## src/rtl/mem_ctrl.sv

```systemverilog
// mem_ctrl: LC-3 MAR/MDR holder running variable-latency transactions on an external memory port.
module mem_ctrl #(
    parameter int ADDR_W  = 16,
    parameter int DATA_W  = 16,
    parameter int TIMEOUT = 255
) (
    input  logic              clk,
    input  logic              rst,
    input  logic [DATA_W-1:0] BUS,
    input  logic              ldMAR,
    input  logic              ldMDR,
    input  logic              MIO_EN,
    input  logic              R_W,
    output logic [ADDR_W-1:0] MAROut,
    output logic [DATA_W-1:0] MDROut,
    output logic              R,
    output logic              err,
    output logic [ADDR_W-1:0] mem_addr,
    output logic [DATA_W-1:0] mem_wdata,
    output logic              mem_req,
    output logic              mem_we,
    input  logic [DATA_W-1:0] mem_rdata,
    input  logic              mem_ack
);
    localparam int CW = (TIMEOUT > 1) ? $clog2(TIMEOUT) : 1;
    typedef enum logic [1:0] {IDLE, BUSY, DONE} state_t;
    state_t state;
    logic [ADDR_W-1:0] mar;
    logic [DATA_W-1:0] mdr;
    logic [CW-1:0] cnt;
    logic start, to_hit;
    assign start = (state == IDLE) && MIO_EN;
    assign to_hit = (TIMEOUT != 0) && (cnt == CW'(TIMEOUT - 1));
    assign MAROut = mar;
    assign MDROut = mdr;
    assign mem_addr = mar;
    assign mem_wdata = mdr;
    // A starting transaction uses the MAR it sees, so a simultaneous ldMAR is dropped.
    always_ff @(posedge clk or negedge rst) begin
        if (!rst) begin
            state   <= IDLE;
            mar     <= '0;
            mdr     <= '0;
            cnt     <= '0;
            R       <= 1'b0;
            err     <= 1'b0;
            mem_req <= 1'b0;
            mem_we  <= 1'b0;
        end else begin
            R <= 1'b0;
            if (state == BUSY) begin
                if (mem_ack || to_hit) begin
                    state   <= DONE;
                    R       <= 1'b1;
                    err     <= !mem_ack;
                    mem_req <= 1'b0;
                    mem_we  <= 1'b0;
                    if (!mem_we) mdr <= mem_ack ? mem_rdata : '1;
                end else begin
                    cnt <= cnt + 1'b1;
                end
            end else begin
                state <= start ? BUSY : IDLE;
                if (ldMAR && !start) mar <= BUS[ADDR_W-1:0];
                if (ldMDR && !MIO_EN) mdr <= BUS;
                if (start) begin
                    mem_req <= 1'b1;
                    mem_we  <= R_W;
                    err     <= 1'b0;
                    cnt     <= '0;
                end
            end
        end
    end
endmodule

```

## config.mk

```make
export PLATFORM = sky130hd
export DESIGN_NAME = mem_ctrl
export DESIGN_NICKNAME = d
export VERILOG_FILES = /design/src/rtl/mem_ctrl.sv
export SDC_FILE = /design/constraint.sdc
export NUM_CORES = 1
export LEC_CHECK = 0
export CORE_UTILIZATION = 46
export CTS_BUF_LIST = sky130_fd_sc_hd__clkbuf_4 sky130_fd_sc_hd__clkbuf_8 sky130_fd_sc_hd__clkbuf_16
export DETAILED_ROUTE_END_ITERATION = 7
export PLACE_DENSITY = 0.92
export RECOVER_POWER = 25
export SLEW_MARGIN = 10
export SYNTH_ARGS = -nofsm -noshare
export SYNTH_HDL_FRONTEND = slang
export SYNTH_SLANG_ARGS = --single-unit
```

## constraint.sdc

```tcl
create_clock -name clk -period 4.65 [get_ports clk]
set_input_delay 0.93 -clock clk [delete_from_list [all_inputs] [get_ports clk]]
set_output_delay 0.93 -clock clk [all_outputs]
set_load 0.005 [all_outputs]
```

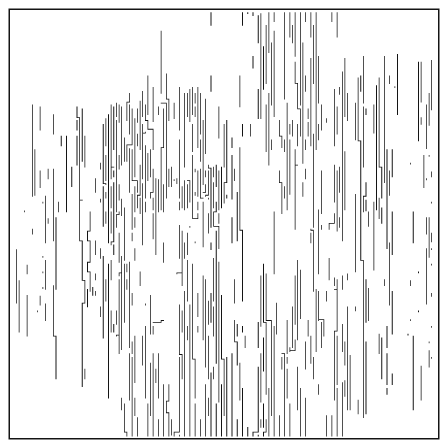
m2.png
main direction: vertical
nets with wire on the layer: 307
met2 Resource Use GR: 0.381
vias after detailed routing: 1908

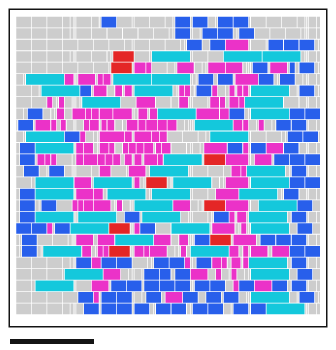
class_map.png
Scale bar: 20 um. Fill, decap, tap and diode cells in grey.
legend:
  sequential cells:
    colour: cyan
    cells: 46
    share_of_their_area: 35%
  remaining logic cells:
    colour: magenta
    cells: 141
    share_of_their_area: 30%
  remaining buffers and delay cells:
    colour: blue
    cells: 108
    share_of_their_area: 32%
  clock drivers and dummy loads:
    colour: red
    cells: 8
    share_of_their_area: 3.3%
Seq area share: 0.338
final core occ: 0.667

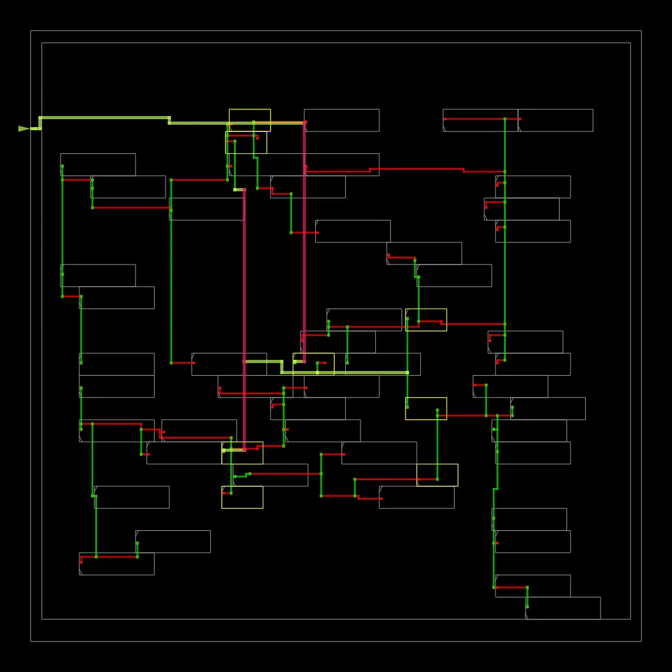
clock_nets.png
Worst Clk Skew: 5.56 ps
clock buffers: 8

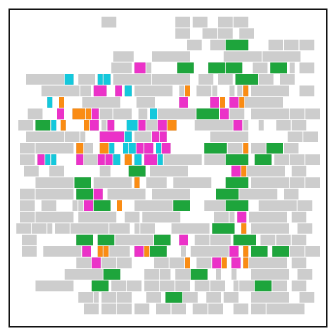
gates.png
legend:
  aoi and oai cells:
    colour: magenta
    cells: 36
  nor cells:
    colour: orange
    cells: 25
  mux cells:
    colour: green
    cells: 33
  nand cells:
    colour: cyan
    cells: 18
Layout Cells excl Fill: 373
most used logic cell in the final layout: clkdlybuf4s50_1
Comb area share: 0.269

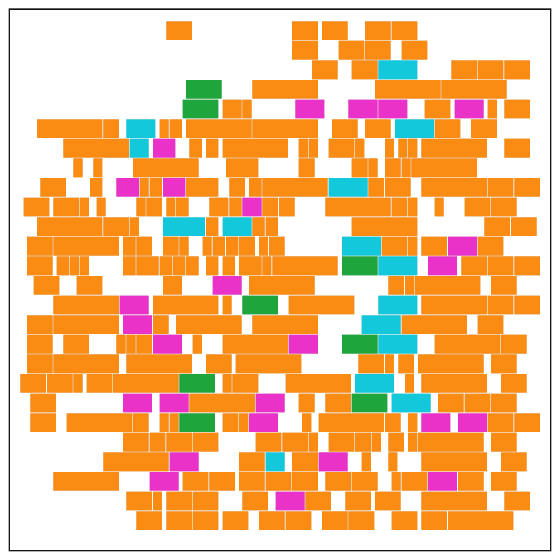
sizing.png
legend:
  x2:
    colour: magenta
    cells: 26
    most_used: mux2_2
  x6 and larger:
    colour: green
    cells: 8
    most_used: clkbuf_8
  x1 and smaller:
    colour: orange
    cells: 254
    most_used: clkdlybuf4s50_1
  x3 and x4:
    colour: cyan
    cells: 15
    most_used: mux2_4

==> summary.txt <==
run results: count of library flops with an enable pin 0, post-route ant nets 0, seq_cells 46, Synth Area in Simple Gates 0.0936, iteration-0 DRC count of the detailed router 75, input/output buffers 106, total combinational power 947 uW, Switch Pwr 558 uW, min cycle time layout 3080 ps, grt met3 use 0.0321, Chip Width 74.9 um, R2R depth 6, Hold Crit Class reg -> reg, CTS buffer count 5, Sum Neg Setup Slack 0 ps, Post-CTS Setup Inserts 0, # rows 26, Max-Cap Viols 1, Cell Chain, Critical Path clkdlybuf4s50_1 > buf_4 > or3b_4 > a21oi_4 > a211o_1 > mux2_2, commonest non-fill, non-tap cells in the layout 105 x clkdlybuf4s50_1, 46 x dfrtp_1, 22 x mux2_2, 20 x nor2_1, ANT cells 0, Comb gates 122, failing checks capacitance limit, slew limit, Mux area share 0.167, Final Hold Fails 0, Tcrit/Tclk final 0.662, Clock transition at path regs 80 ps, maximum VDD drop 0.285 mV, Log Warnings 27, ratio of cells with drive above 1 in the final layout 0.162, Setup crit end kind register, wire length on met2 2910 um, status finished with violations, synth unique cells 36, Max-area cell class sequential cells, Slew Limit Fails 47, Synth async-reset ratio 1.00, AO/OA Area Share 0.101, Setup CP Type in -> reg, gp weighted congestion 0.834, buffer share of cell area 0.314, # resized after CTS 0, chip area 5620 sq um
Power and IR drop assume default switching activity.
